`src/rtl/computer_pkg.sv`:
```
// Shared defaults and FSM encoding for the two-port data-memory arbiter.
package computer_pkg;
  localparam int DW_DEF = 16;
  localparam int AW_DEF = 3;

  typedef enum logic [1:0] {
    IDLE   = 2'b00,
    GRANT  = 2'b01,
    RDWAIT = 2'b10
  } state_e;
endpackage

```
`src/rtl/rr_arbiter2.sv`:
```
// Two-requester round-robin pick; on a tie the port that did not win last time goes.
module rr_arbiter2 (
  input  logic       req0,
  input  logic       req1,
  input  logic       last_winner,
  output logic [1:0] win
);
  always_comb begin
    win = 2'b00;
    if (req0 && req1) win = last_winner ? 2'b01 : 2'b10;
    else if (req0)    win = 2'b01;
    else if (req1)    win = 2'b10;
  end
endmodule

```
`src/rtl/mem_arbiter.sv`:
```
// Arbitrates a processor port and a loader/debug port onto one synchronous data memory.
module mem_arbiter
  import computer_pkg::*;
#(
  parameter int DW = DW_DEF,
  parameter int AW = AW_DEF
) (
  input  logic          CLK,
  input  logic          RESET,
  input  logic          p0_req,
  input  logic          p0_we,
  input  logic [AW-1:0] p0_addr,
  input  logic [DW-1:0] p0_wdata,
  output logic          p0_gnt,
  output logic          p0_rvalid,
  output logic [DW-1:0] p0_rdata,
  input  logic          p1_req,
  input  logic          p1_we,
  input  logic [AW-1:0] p1_addr,
  input  logic [DW-1:0] p1_wdata,
  output logic          p1_gnt,
  output logic          p1_rvalid,
  output logic [DW-1:0] p1_rdata,
  output logic [AW-1:0] mem_addr,
  output logic          mem_we,
  output logic [DW-1:0] mem_wdata,
  input  logic [DW-1:0] mem_rdata,
  output logic          busy
);
  state_e        state_q, state_d;
  logic          last_q, last_d;
  logic          port_q, port_d;
  logic          we_q, we_d;
  logic [AW-1:0] addr_q, addr_d;
  logic [DW-1:0] wdata_q, wdata_d;
  logic [1:0]    gnt_q, gnt_d, rvalid_q, rvalid_d;
  logic          mem_we_q, mem_we_d, busy_q, busy_d;
  logic [DW-1:0] rdata0_q, rdata0_d, rdata1_q, rdata1_d;
  logic [1:0]    win;

  rr_arbiter2 u_arb (
    .req0        (p0_req),
    .req1        (p1_req),
    .last_winner (last_q),
    .win         (win)
  );

  always_comb begin
    state_d  = state_q;
    last_d   = last_q;
    port_d   = port_q;
    we_d     = we_q;
    addr_d   = addr_q;
    wdata_d  = wdata_q;
    gnt_d    = 2'b00;
    rvalid_d = 2'b00;
    mem_we_d = 1'b0;
    rdata0_d = rdata0_q;
    rdata1_d = rdata1_q;
    case (state_q)
      IDLE: if (win != 2'b00) begin
        state_d  = GRANT;
        port_d   = win[1];
        last_d   = win[1];
        we_d     = win[1] ? p1_we    : p0_we;
        addr_d   = win[1] ? p1_addr  : p0_addr;
        wdata_d  = win[1] ? p1_wdata : p0_wdata;
        gnt_d    = win;
        mem_we_d = we_d;
      end
      GRANT: begin
        state_d = we_q ? IDLE : RDWAIT;
        if (!we_q) rvalid_d = port_q ? 2'b10 : 2'b01;
      end
      RDWAIT: begin
        state_d = IDLE;
        if (port_q) rdata1_d = mem_rdata;
        else        rdata0_d = mem_rdata;
      end
      default: state_d = IDLE;
    endcase
    busy_d = (state_d != IDLE);
  end

  always_ff @(posedge CLK or negedge RESET) begin
    if (!RESET) begin
      state_q  <= IDLE;
      last_q   <= 1'b1;
      port_q   <= 1'b0;
      we_q     <= 1'b0;
      addr_q   <= '0;
      wdata_q  <= '0;
      gnt_q    <= 2'b00;
      rvalid_q <= 2'b00;
      mem_we_q <= 1'b0;
      busy_q   <= 1'b0;
      rdata0_q <= '0;
      rdata1_q <= '0;
    end else begin
      state_q  <= state_d;
      last_q   <= last_d;
      port_q   <= port_d;
      we_q     <= we_d;
      addr_q   <= addr_d;
      wdata_q  <= wdata_d;
      gnt_q    <= gnt_d;
      rvalid_q <= rvalid_d;
      mem_we_q <= mem_we_d;
      busy_q   <= busy_d;
      rdata0_q <= rdata0_d;
      rdata1_q <= rdata1_d;
    end
  end

  // Latched address/data only move on IDLE->GRANT, so they double as the held memory bus.
  assign mem_addr  = addr_q;
  assign mem_wdata = wdata_q;
  assign mem_we    = mem_we_q;
  assign busy      = busy_q;
  assign p0_gnt    = gnt_q[0];
  assign p1_gnt    = gnt_q[1];
  assign p0_rvalid = rvalid_q[0];
  assign p1_rvalid = rvalid_q[1];
  // Read data flows through during RDWAIT and is held from the capture afterwards.
  assign p0_rdata  = (state_q == RDWAIT && !port_q) ? mem_rdata : rdata0_q;
  assign p1_rdata  = (state_q == RDWAIT &&  port_q) ? mem_rdata : rdata1_q;
endmodule

```
`config.mk`:
```
export PLATFORM = sky130hd
export DESIGN_NAME = mem_arbiter
export DESIGN_NICKNAME = d
export VERILOG_FILES = /design/src/rtl/computer_pkg.sv /design/src/rtl/rr_arbiter2.sv /design/src/rtl/mem_arbiter.sv
export SDC_FILE = /design/constraint.sdc
export NUM_CORES = 1
export LEC_CHECK = 0
export CAP_MARGIN = 20
export CORE_ASPECT_RATIO = 1.5
export CORE_MARGIN = 5
export CORE_UTILIZATION = 35
export DETAILED_ROUTE_END_ITERATION = 8
export HOLD_SLACK_MARGIN = 0.05
export PLACE_DENSITY = 0.66
export SKIP_LAST_GASP = 1
export SYNTH_ARGS = -nofsm -noshare
export SYNTH_HDL_FRONTEND = slang
export SYNTH_SLANG_ARGS = --single-unit
```
`constraint.sdc`:
```
create_clock -name CLK -period 2.25 [get_ports CLK]
set_input_delay 0.45 -clock CLK [delete_from_list [all_inputs] [get_ports CLK]]
set_output_delay 0.45 -clock CLK [all_outputs]
set_load 0.02 [all_outputs]
```
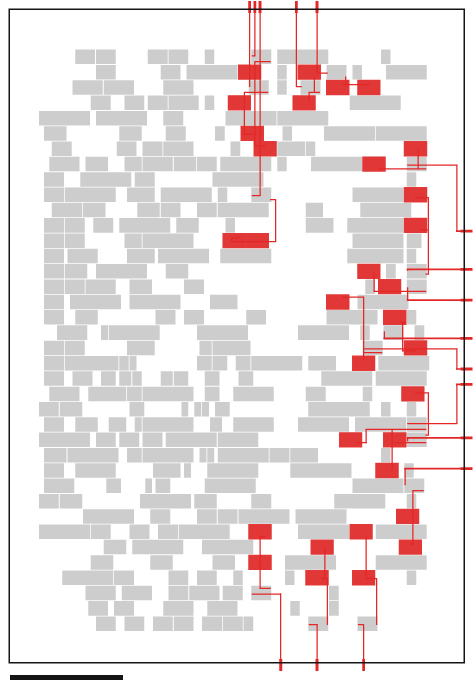
*Nets reached from selected ports, run 1*
Bar = 20 µm.
Key: mem_rdata = red [direction input, end cells 32, wire 458 µm]
I/O pin count: 117
buffers added on ports: 116

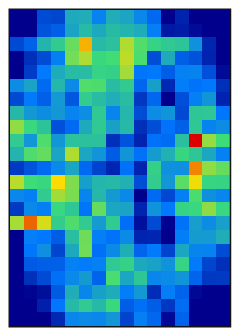
*Routed metal per tile, run 1*
16 x 23 tiles, from dark blue (low) to red (high), scaled to the fullest tile. Values are wire area over tile area, all layers added.
11% of the tiles are nearly empty. 11% of the tiles are over half the peak. The fullest tile reaches 0.37. The mean over all tiles is 0.11.
detail-routed net length per standard cell: 15.7 µm
sum of routed wire length over all layers: 6340 µm
Tot GR Track Use: 14.1%
total vias in the final route: 1781

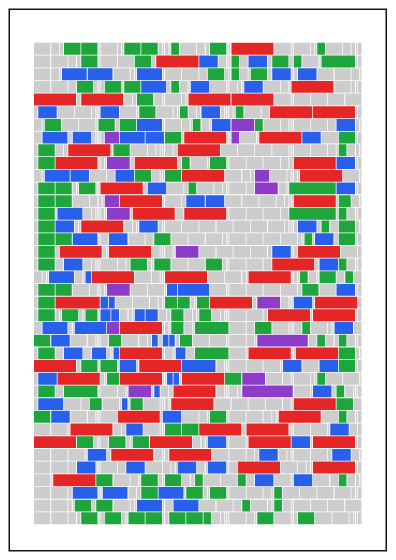
*Placement by cell class, run 1*
Fill, decap, tap and diode cells in gray.
Key: flip-flops = red [cells 62, share of their area 39%]; clock drivers and dummy loads = purple [cells 16, share of their area 5.5%]; other buffers and delay cells = green [cells 134, share of their area 30%]; all other logic = blue [cells 93, share of their area 25%]
Core Box Area: 7270 µm²
fraction of standard cell area that is sequential: 37.4%
Finished Core Util: 57.0%

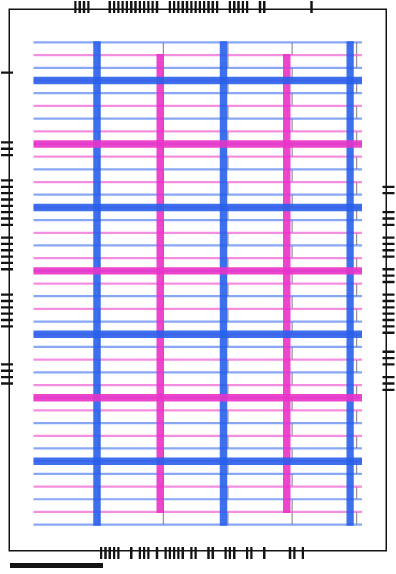
*Supply network, run 1*
Bar = 20 µm. Pins as bars on the die edge. Tap cells in gray.
Key: VSS = blue; VDD = magenta
5 straps on met4. The core has 38 rows. 7 straps on met5. 39 met1 rails follow the rows. 100 tap cells.
Die Width: 80.5 µm
height of the die: 116 µm
Max rail drop VDD: 684 µV

==> reports/summary.rpt, run 1 <==
CRITICAL PATH
---------------------------------------------------------------------------------
Critical Path Stages ...............................................            5
Master of the slowest instance on the critical path ................ sky130_fd_sc_hd__dfrtp_1
Maximum net fanout on the critical path ............................            8
Ordered list of cells on the worst path ............................ nor3b_4, buf_4, buf_16, mux2_2, buf_2
Data required time of the worst path ...............................      1800 ps
CP bufs+invs .......................................................            3
CP arrival .........................................................      1750 ps
Setup slack of the worst register-to-register path .................       690 ps
Delay of the slowest critical-path stage ...........................       420 ps
End of the critical path ........................................... p0_rdata[10]
Critical path class ................................................   reg -> out
Launch point of the worst reg-to-reg path ..........................   state_q[1]
Depth of the worst register-to-register path .......................            6
Type of origin of the critical path ................................     register
Type of element capturing the critical path ........................ primary output
Largest delay contributor family on the critical path .............. buffers and inverters
Worst setup path startpoint ........................................       port_q
Reg2reg end ........................................................ mem_wdata[9]

STA
---------------------------------------------------------------------------------
Total count of max-transition violations in the final report .......            0
Total negative setup slack .........................................         0 ps
Max frequency ......................................................    0.454 GHz
Final worst setup slack ............................................      46.1 ps
Clock period minus worst slack .....................................      2200 ps
Post-route worst hold slack ........................................      97.9 ps
Pin slew with the least headroom to its limit ......................       337 ps
Max_slew headroom ..................................................        77.6%
Fin Clk Skew .......................................................      9.48 ps
Hold Vio Cnt, Final ................................................            0
Share of the clock period used by the worst path after layout ......        98.0%
Unrepaired setup endpoints after global routing ....................          yes
Final setup violation count ........................................            0

FINAL LAYOUT
---------------------------------------------------------------------------------
Most frequent logic cell in the layout ............................. sky130_fd_sc_hd__clkdlybuf4s50_1
# nets final .......................................................          360
Diodes inserted ....................................................            0
Synth-to-Final Area Change .........................................        58.9%
Top logic cells by instance count in the layout .................... 83 x sky130_fd_sc_hd__clkdlybuf4s50_1, 61 x sky130_fd_sc_hd__dfrtp_1, 50 x sky130_fd_sc_hd__mux2_2
Final instance area ................................................     4150 µm²
Fraction of layout instances using a drive strength above 1 ........        46.2%
Non-filler instance count after layout .............................          405

ROUTE
---------------------------------------------------------------------------------
Detailed-router iteration count before antenna repair ..............            4
Final routed DRC violation total ...................................            0
Violation count after the first detailed-routing iteration .........           28
Count of nets left with antenna violations after detail routing ....            0
Vias per cell ......................................................         4.40

FLOORPLAN
---------------------------------------------------------------------------------
Chip Footprint .....................................................     9320 µm²
Core Rows ..........................................................           38
Pre-Place Util .....................................................        35.9%

SYNTHESIS
---------------------------------------------------------------------------------
Main logic family after synthesis .................................. multiplexers
Area fraction in full adders, half adders and majority gates .......           0%
Tally of yosys warning messages ....................................            0
Post-synthesis cell count from yosys ...............................          161
Main flop type ..................................................... sky130_fd_sc_hd__dfrtp_1
Yosys synthesis chip area ..........................................     2610 µm²
Post-synthesis cell type with the largest combined area ............ sky130_fd_sc_hd__dfrtp_1
Multiplexer area fraction after synthesis ..........................        33.6%
Fraction of registers with async set/reset .........................         100%
Synthesized-area fraction occupied by and/or/nand/nor cells ........        2.73%
Leading cell types by count after synthesis ........................ 61 x sky130_fd_sc_hd__dfrtp_1, 49 x sky130_fd_sc_hd__mux2_2, 18 x sky130_fd_sc_hd__mux2_4, 4 x sky130_fd_sc_hd__inv_1
Share of the synthesized netlist area taken by xor and xnor gates ..           0%
Count leader, synth ................................................ sky130_fd_sc_hd__dfrtp_1
Synthesized area divided by synthesized cell count .................     16.2 µm²
Synthesis-stage register bit count .................................           62
Area of the mapped netlist .........................................     2610 µm²
Floorplan Nets .....................................................          221
Post-synth cell types ..............................................           22
Proportion of synthesized chip area in sequential cells ............        59.5%
Number of enable flip-flop cells ...................................            0
Fraction of post-synthesis cell area in the top cell type by area ..        58.5%
Cell count after synthesis .........................................          161
Top cells, area .................................................... sky130_fd_sc_hd__dfrtp_1 58%, sky130_fd_sc_hd__mux2_2 21%, sky130_fd_sc_hd__mux2_4 10%
Share of synthesized cell area in and-or and or-and compound cells .        1.68%

CTS
---------------------------------------------------------------------------------
Clock sinks ........................................................           62
Clock Latency Late Sink ............................................       330 ps
H-tree depth .......................................................            3
TritonCTS clock tree ...............................................          yes
Setup Buffers After CTS ............................................            5
Register clock-pin slew on the reported worst setup and hold paths .        70 ps
Count of hold buffers inserted by post-cts repair ..................            0
Buffer levels on the longest clock path ............................            2
Clock buffers created by TritonCTS .................................            9
Root Buffer Master ................................................. sky130_fd_sc_hd__clkbuf_8
Post_cts resized ...................................................          121

GRT
---------------------------------------------------------------------------------
Pin count of the biggest net entering global routing ...............           63
Global-route wire length before repair .............................      9790 µm
Initial antenna violation count ....................................            0
Vias in the first global route .....................................         1974
Total congestion overflow after global routing .....................            0

RUN
---------------------------------------------------------------------------------
OpenROAD warning count .............................................           28
Max-capacitance violation count ....................................            0

PWR
---------------------------------------------------------------------------------
Psw ................................................................      2.19 mW
Part of the total power dissipated in the clock network ............        17.8%
Clk. pwr ...........................................................      1.07 mW
Reported combinational group power .................................      3.06 mW
Switch share .......................................................        36.5%
P per Cell Area ....................................................  1450 nW/µm²
Portion of total power attributed to sequential cells ..............        31.2%
Leakage ............................................................      1.89 nW
Power in sequential cells ..........................................      1.87 mW
Final total power ..................................................      6.00 mW
Top contributor to total power ..................................... combinational logic
Internal portion of total power ....................................      3.81 mW
Power share of the combinational group .............................        51.0%

PLACEMENT
---------------------------------------------------------------------------------
Placed wire-length estimate ........................................      4590 µm
Placed cell count ..................................................          382
Last weighted congestion value of the routability-driven placer ....        0.680
Cell area after placement ..........................................     3980 µm²
Post-placement setup slack .........................................      39.3 ps

MIN PATH
---------------------------------------------------------------------------------
Class of the tightest hold or removal check ........................  in -> async

OUTCOME
---------------------------------------------------------------------------------
Run status .........................................................    completed

-- run 1: metal layers --
metal,track usage [%],vias to the layer above,part of all wire [%]
li1,-,843,-
met2,26.4,62,58
met5,0,-,0
met1,14.3,868,33
met4,6.76,0,1.6
met3,3.73,8,6.9
-- run 1: state kept, by name, indices dropped and copies added, names as in the netlist --
register and flops:
last_q 1, busy 1, gnt_q 2, rvalid_q 2
we_q 1, mem_wdata 16, mem_we 1, rdata1_q 16
state_q 2, port_q 1, rdata0_q 16, mem_addr 3
-- run 1: area by class of cell --
class / count / area [µm²]
multi-input cells: 89 / 1010
well taps: 100 / 125
repair buffers: 134 / 1220
fillers: 632 / 3130
inverters: 4 / 15.0
flip-flops and latches: 62 / 1550
clock inverters: 7 / 98.8
clock buffers: 9 / 124
## Run 2: what changed since run 1
Settings changed: GPL_TIMING_DRIVEN set to 0.
==> reports/summary.rpt, run 2 <==
SYNTHESIS
---------------------------------------------------------------------------------
Cell count after synthesis .........................................          161   unchanged
Area fraction in full adders, half adders and majority gates .......           0%   unchanged
Main logic family after synthesis .................................. multiplexers
Main flop type ..................................................... sky130_fd_sc_hd__dfrtp_1
Fraction of post-synthesis cell area in the top cell type by area ..        58.5%   unchanged
Multiplexer area fraction after synthesis ..........................        33.6%   unchanged
Area of the mapped netlist .........................................     2610 µm²   unchanged
Synthesis-stage register bit count .................................           62   unchanged
Number of enable flip-flop cells ...................................            0   unchanged
Floorplan Nets .....................................................          221   unchanged
Share of the synthesized netlist area taken by xor and xnor gates ..           0%   unchanged
Tally of yosys warning messages ....................................            0   unchanged
Count leader, synth ................................................ sky130_fd_sc_hd__dfrtp_1
Post-synthesis cell count from yosys ...............................          161   unchanged
Synthesized-area fraction occupied by and/or/nand/nor cells ........        2.73%   unchanged
Post-synthesis cell type with the largest combined area ............ sky130_fd_sc_hd__dfrtp_1
Post-synth cell types ..............................................           22   unchanged
Top cells, area .................................................... sky130_fd_sc_hd__dfrtp_1 58%, sky130_fd_sc_hd__mux2_2 21%, sky130_fd_sc_hd__mux2_4 10%
Proportion of synthesized chip area in sequential cells ............        59.5%   unchanged
Share of synthesized cell area in and-or and or-and compound cells .        1.68%   unchanged
Leading cell types by count after synthesis ........................ 61 x sky130_fd_sc_hd__dfrtp_1, 49 x sky130_fd_sc_hd__mux2_2, 18 x sky130_fd_sc_hd__mux2_4, 4 x sky130_fd_sc_hd__inv_1
Synthesized area divided by synthesized cell count .................     16.2 µm²   unchanged

FINAL LAYOUT
---------------------------------------------------------------------------------
Seq Cell Count .....................................................           62   unchanged
Area fraction of clock buffers and clock inverters .................        4.64%   -0.74 points
Top class by area ..................................................    registers
Sequential cell area in the final layout ...........................     1560 µm²   +0.24%
Multi-input gate count .............................................           89   unchanged
# nets final .......................................................          365   +1.4%
Diodes inserted ....................................................            0   unchanged
Non-clock buffer contribution to total cell area ...................        31.8%   +2.3 points
Final instance area ................................................     4320 µm²   +4.2%
Top logic cells by instance count in the layout .................... 83 x sky130_fd_sc_hd__clkdlybuf4s50_1, 58 x sky130_fd_sc_hd__dfrtp_1, 38 x sky130_fd_sc_hd__mux2_2
Most frequent logic cell in the layout ............................. sky130_fd_sc_hd__clkdlybuf4s50_1
Synth-to-Final Area Change .........................................        65.5%
Fraction of standard cell area that is sequential ..................        36.0%   -1.4 points
Non-clock inverter count in the final layout .......................            4   unchanged
Count of plain and timing-repair buffers ...........................          139   +3.7%
Layout clock buffer count ..........................................           12   +3
Fraction of layout instances using a drive strength above 1 ........        42.9%   -3.3 points
Fill cell instance count of the final layout .......................          643   +1.7%
Logic area .........................................................     1050 µm²   +4.1%

PLACEMENT
---------------------------------------------------------------------------------
Placed wire-length estimate ........................................      4540 µm   -1.2%
Cell area after placement ..........................................     3890 µm²   -2.2%
Last weighted congestion value of the routability-driven placer ....        0.679   -0.25%
Post-placement setup slack .........................................      -253 ps   -292 ps
Buffers added on ports .............................................          116   unchanged
Placed cell count ..................................................          377   -1.3%

FLOORPLAN
---------------------------------------------------------------------------------
Die Width ..........................................................      80.5 µm   unchanged
Height of the die ..................................................       116 µm   unchanged
Pre-Place Util .....................................................        35.9%   unchanged
I/O pin count ......................................................          117   unchanged
Core Rows ..........................................................           38   unchanged
Chip Footprint .....................................................     9320 µm²   unchanged
Core Box Area ......................................................     7270 µm²   unchanged

STA
---------------------------------------------------------------------------------
Fin Clk Skew .......................................................      5.12 ps   -4.36 ps
Share of the clock period used by the worst path after layout ......         100%   +2.0 points
Clock period minus worst slack .....................................      2250 ps   +45.8 ps
Max frequency ......................................................    0.444 GHz   -2.0%
Max_slew headroom ..................................................        48.7%   -29 points
Unrepaired setup endpoints after global routing ....................          yes
Total negative setup slack .........................................         0 ps   unchanged
Final worst setup slack ............................................     0.277 ps   -45.8 ps
Pin slew with the least headroom to its limit ......................       770 ps   +433 ps
Total count of max-transition violations in the final report .......            0   unchanged
Final setup violation count ........................................            0   unchanged

CRITICAL PATH
---------------------------------------------------------------------------------
Reg2reg end ........................................................ rdata0_q[10]
Type of element capturing the critical path ........................ primary output
Type of origin of the critical path ................................     register
CP arrival .........................................................      1800 ps   +50 ps
Worst setup path startpoint ........................................   state_q[0]
Depth of the worst register-to-register path .......................            5   -1
Critical path class ................................................   reg -> out
Maximum net fanout on the critical path ............................            5   -3
Setup slack of the worst register-to-register path .................       690 ps   about the same
Launch point of the worst reg-to-reg path ..........................   state_q[0]
End of the critical path ...........................................  p0_rdata[0]

ROUTE
---------------------------------------------------------------------------------
Count of nets left with antenna violations after detail routing ....            0   unchanged
Vias per cell ......................................................         4.43   +0.72%
Final routed DRC violation total ...................................            0   unchanged
Detail-routed net length per standard cell .........................      15.5 µm   -0.81%
Sum of routed wire length over all layers ..........................      6370 µm   +0.41%
Detailed-router iteration count before antenna repair ..............            4   unchanged
Total vias in the final route ......................................         1816   +2.0%

CTS
---------------------------------------------------------------------------------
Post_cts resized ...................................................          102   -16%
Root Buffer Master ................................................. sky130_fd_sc_hd__clkbuf_8
Clock sinks ........................................................           62   unchanged
H-tree depth .......................................................            3   unchanged
TritonCTS clock tree ...............................................          yes
Count of hold buffers inserted by post-cts repair ..................            0   unchanged
Buffer levels on the longest clock path ............................            2   unchanged
Setup Buffers After CTS ............................................           10   +5
Register clock-pin slew on the reported worst setup and hold paths .        70 ps   about the same

PWR
---------------------------------------------------------------------------------
Leakage ............................................................      1.96 nW   +3.8%
Clk. pwr ...........................................................     0.986 mW   -8%
Portion of total power attributed to sequential cells ..............        30.2%   -1.0 points
Reported combinational group power .................................      3.41 mW   +11%
P per Cell Area ....................................................  1460 nW/µm²   +0.75%
Switch share .......................................................        35.2%   -1.3 points
Power in sequential cells ..........................................      1.90 mW   about the same
Top contributor to total power ..................................... combinational logic
Final total power ..................................................      6.30 mW   +4.9%
Internal portion of total power ....................................      4.08 mW   +7.0%
Power share of the combinational group .............................        54.2%   +3.2 points

RUN
---------------------------------------------------------------------------------
Max-capacitance violation count ....................................            0   unchanged
OpenROAD warning count .............................................           28   unchanged

GRT
---------------------------------------------------------------------------------
Global-route wire length before repair .............................      9540 µm   -2.5%
Pin count of the biggest net entering global routing ...............           63   unchanged
Total congestion overflow after global routing .....................            0   unchanged
Initial antenna violation count ....................................            0   unchanged
Vias in the first global route .....................................         1988   +0.71%
Tot GR Track Use ...................................................        14.0%   -0.15 points

MIN PATH
---------------------------------------------------------------------------------
Class of the tightest hold or removal check ........................  in -> async

OUTCOME
---------------------------------------------------------------------------------
Run status .........................................................    completed

## run 2: critical path, cell delays in order, from the launching register on
cell and delay (ps):
sky130_fd_sc_hd__dfrtp_2 450, sky130_fd_sc_hd__nor3b_4 300, sky130_fd_sc_hd__buf_6 170, sky130_fd_sc_hd__buf_4 110
sky130_fd_sc_hd__mux2_4 300, sky130_fd_sc_hd__buf_6 130
## run 2: per-layer routing
layer  global-route usage (%)  wire length (µm)
met5                        0                 0
met4                     7.22               159
met3                     4.67               362
met2                     24.8              3530
met1                     14.5              2320
## run 2: worst min path at each step
stage                     cells past startpoint            to
final                                         1  rdata0_q[15]
after detailed placement                      1  rdata0_q[12]
after floorplan                               0          busy
after global routing                          1  rdata0_q[15]
after CTS                                     1   rdata0_q[0]
after global placement                        1  rdata0_q[12]
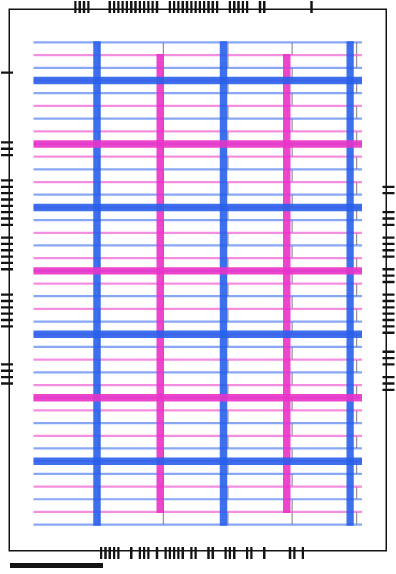
*Supply network, run 2*
Bar = 20 µm. Pins as bars on the die edge. Tap cells in gray.
Key: VSS = blue; VDD = magenta
39 met1 rails follow the rows. 100 tap cells. The core has 38 rows. 117 signal pins sit on the boundary. 7 straps on met5.
Max rail drop VDD: 644 µV

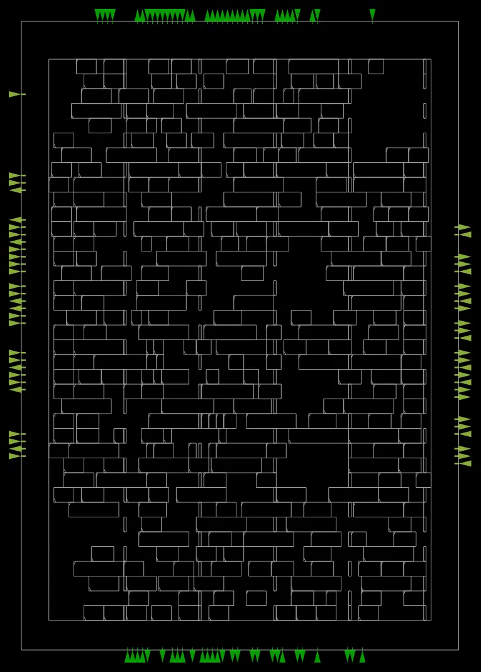
*Placement view, run 2*
Finished Core Util: 59.4%
non-filler instance count after layout: 410

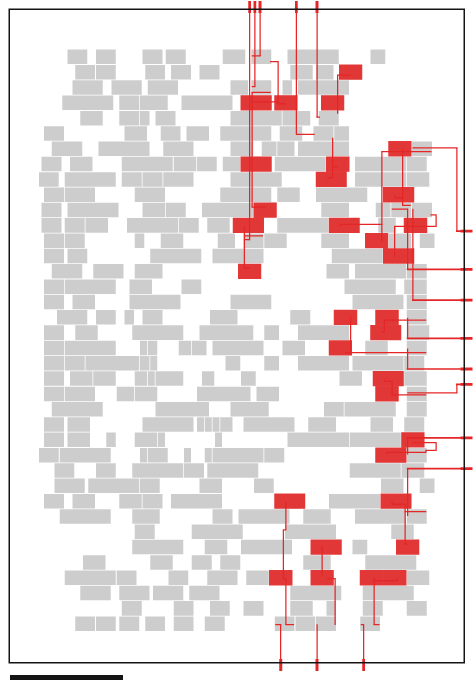
*Nets reached from selected ports, run 2*
Bar = 20 µm.
Key: mem_rdata = red [direction input, end cells 32, wire 522 µm]

## Run 3: what changed since run 2
Settings changed: CORE_UTILIZATION 35 to 42, HOLD_SLACK_MARGIN 0.05 to not set, PLACE_DENSITY 0.66 to 0.78.
==> reports/summary.rpt, run 3 <==
CRITICAL PATH
--------------------------------------------------------------------------------
Type of origin of the critical path ...............................     register
Critical path's most frequent cell ................................ sky130_fd_sc_hd__buf_6
Depth of the worst register-to-register path ......................            5   unchanged
Delay of the slowest critical-path stage ..........................       450 ps   about the same
Critical path class ...............................................   reg -> out
Launch point of the worst reg-to-reg path .........................   state_q[0]
CP arrival ........................................................      1760 ps   -40 ps
Type of element capturing the critical path ....................... primary output
Critical Path Stages ..............................................            5   unchanged
Maximum net fanout on the critical path ...........................            5   unchanged
Largest delay contributor family on the critical path .............   flip-flops

PLACEMENT
--------------------------------------------------------------------------------
Placed wire-length estimate .......................................      4650 µm   +2.6%
Last weighted congestion value of the routability-driven placer ...        0.736   +8.5%
Cell area after placement .........................................     3880 µm²   -0.39%
Buffers added on ports ............................................          116   unchanged

GRT
--------------------------------------------------------------------------------
Vias in the first global route ....................................         1922   -3.3%
Global-route wire length before repair ............................      9540 µm   about the same
Pin count of the biggest net entering global routing ..............           36   -43%
Initial antenna violation count ...................................            0   unchanged

ROUTE
--------------------------------------------------------------------------------
Top metal layer carrying routed signals ...........................         met4
Detailed-routed wire length on met2 ...............................      3400 µm   -3.6%
Met1 wire length ..................................................      2190 µm   -5.4%
Final routed DRC violation total ..................................            0   unchanged

FINAL LAYOUT
--------------------------------------------------------------------------------
Seq Cell Count ....................................................           62   unchanged
Final instance area ...............................................     4180 µm²   -3.3%
Non-clock inverter count in the final layout ......................            4   unchanged
# nets final ......................................................          359   -1.6%
Diodes inserted ...................................................            0   unchanged
Synth-to-Final Area Change ........................................        60.0%
Multi-input gate count ............................................           89   unchanged
Fill cell instance count of the final layout ......................          437   -32%
Count of plain and timing-repair buffers ..........................          133   -4.3%
Fraction of layout instances using a drive strength above 1 .......        41.4%   -1.5 points
Finished Core Util ................................................        68.6%   +9.2 points
Sequential cell area in the final layout ..........................     1560 µm²   unchanged
Fraction of standard cell area that is sequential .................        37.3%   +1.2 points
Non-filler instance count after layout ............................          376   -8.3%
Layout clock buffer count .........................................           12   unchanged

PWR
--------------------------------------------------------------------------------
Internal portion of total power ...................................      3.82 mW   -6.5%
Clk. pwr ..........................................................     0.784 mW   -20%
Max rail drop VDD .................................................       696 µV   +8.1%
Power in sequential cells .........................................      1.92 mW   about the same
Top contributor to total power .................................... combinational logic
Reported combinational group power ................................      3.30 mW   -3%
Switch share ......................................................        36.4%   +1.2 points

STA
--------------------------------------------------------------------------------
Unrepaired setup endpoints after global routing ...................          yes
Share of the clock period used by the worst path after layout .....        98.4%   -1.6 points
Final worst setup slack ...........................................      35.6 ps   +35.4 ps
Final setup violation count .......................................            0   unchanged
Total negative setup slack ........................................         0 ps   unchanged
Total count of max-transition violations in the final report ......            0   unchanged
Max frequency .....................................................    0.452 GHz   +1.6%

SYNTHESIS
--------------------------------------------------------------------------------
Post-synth cell types .............................................           22   unchanged
Main flop type .................................................... sky130_fd_sc_hd__dfrtp_1
Tally of yosys warning messages ...................................            0   unchanged
Fraction of post-synthesis cell area in the top cell type by area .        58.5%   unchanged
Cell count after synthesis ........................................          161   unchanged
Post-synthesis cell count from yosys ..............................          161   unchanged
Floorplan Nets ....................................................          221   unchanged
Area of the mapped netlist ........................................     2610 µm²   unchanged
Count leader, synth ............................................... sky130_fd_sc_hd__dfrtp_1
Synthesized area divided by synthesized cell count ................     16.2 µm²   unchanged
Leading cell types by count after synthesis ....................... 61 x sky130_fd_sc_hd__dfrtp_1, 49 x sky130_fd_sc_hd__mux2_2, 18 x sky130_fd_sc_hd__mux2_4, 4 x sky130_fd_sc_hd__inv_1
Synthesis-stage register bit count ................................           62   unchanged

FLOORPLAN
--------------------------------------------------------------------------------
Pre-Place Util ....................................................        42.9%   +7.0 points
Chip Footprint ....................................................     7920 µm²   -15%
I/O pin count .....................................................          117   unchanged

OUTCOME
--------------------------------------------------------------------------------
Run status ........................................................    completed

MIN PATH
--------------------------------------------------------------------------------
Class of the tightest hold or removal check .......................  in -> async

CTS
--------------------------------------------------------------------------------
Count of hold buffers inserted by post-cts repair .................            0   unchanged
TritonCTS clock tree ..............................................          yes
Clock sinks .......................................................           62   unchanged
Root Buffer Master ................................................ sky130_fd_sc_hd__clkbuf_8

RUN
--------------------------------------------------------------------------------
Max-capacitance violation count ...................................            0   unchanged
OpenROAD warning count ............................................           28   unchanged

## run 3: worst max path at each step
stage,startpoint,endpoint,slack (ps)
after floorplan,state_q[0],p0_rdata[12],430
after global placement,RESET,rdata0_q[14],-1220
after detailed placement,state_q[0],p0_rdata[6],-260
after CTS,port_q,p0_rdata[6],-70
after global routing,state_q[0],p0_rdata[1],-60
final,state_q[0],p0_rdata[12],40
## run 3: repair_timing
action,in CTS,in global routing
buffers inserted,5,4
gates resized,87,48
pin swaps,1,1
cloned,1,0
setup endpoints to repair,32,24
## run 3: layer usage
layer	GRT usage [%]	vias to the layer above
met4	5.73	0
li1	-	836
met2	28.7	70
met3	6.05	4
met1	17.0	876
met5	0	-
## run 3: kinds of logic after synthesis
group | share of synthesized area, %
simple gates | 2.73
buf+inv | 2.54
flops | 59.5
compound gates | 1.68
mux | 33.6
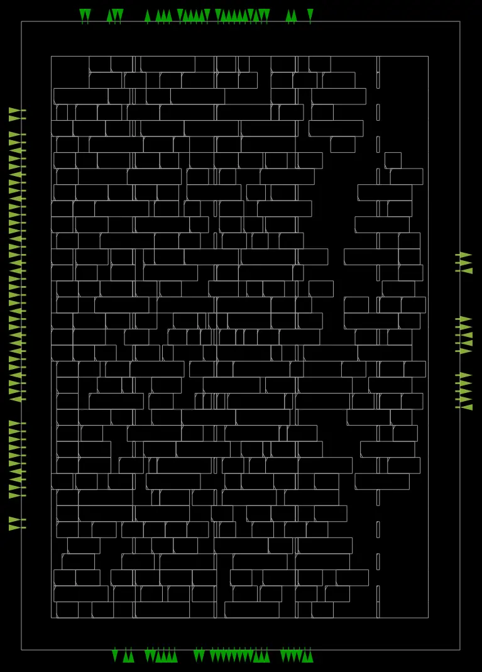
*Placement view, run 3*
Tap Count: 74
Core Box Area: 6090 µm²

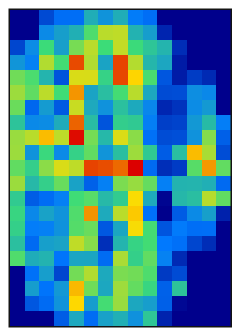
*Routed metal per tile, run 3*
15 x 21 tiles, from dark blue (low) to red (high), scaled to the fullest tile. Values are wire area over tile area, all layers added.
16% of the tiles are nearly empty. The fullest tile reaches 0.36. 29% of the tiles are over half the peak. The mean over all tiles is 0.13.
total vias in the final route: 1786
Tot GR Track Use: 16.2%
sum of routed wire length over all layers: 6180 µm

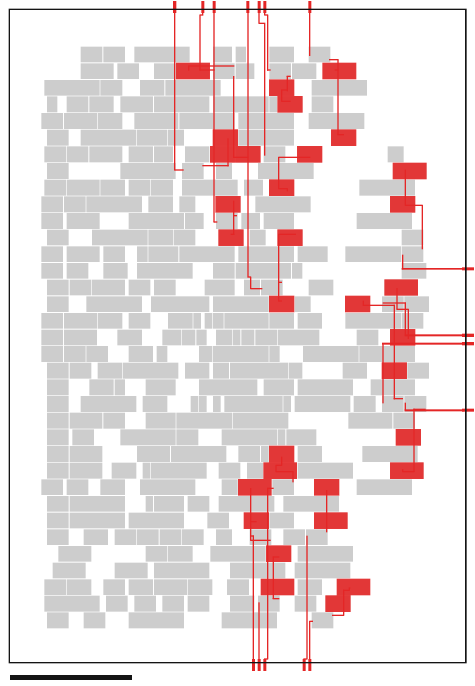
*Nets reached from selected ports, run 3*
Bar = 20 µm.
Key: mem_rdata = red [direction input, end cells 32, wire 507 µm]

Power and IR drop assume default switching activity.
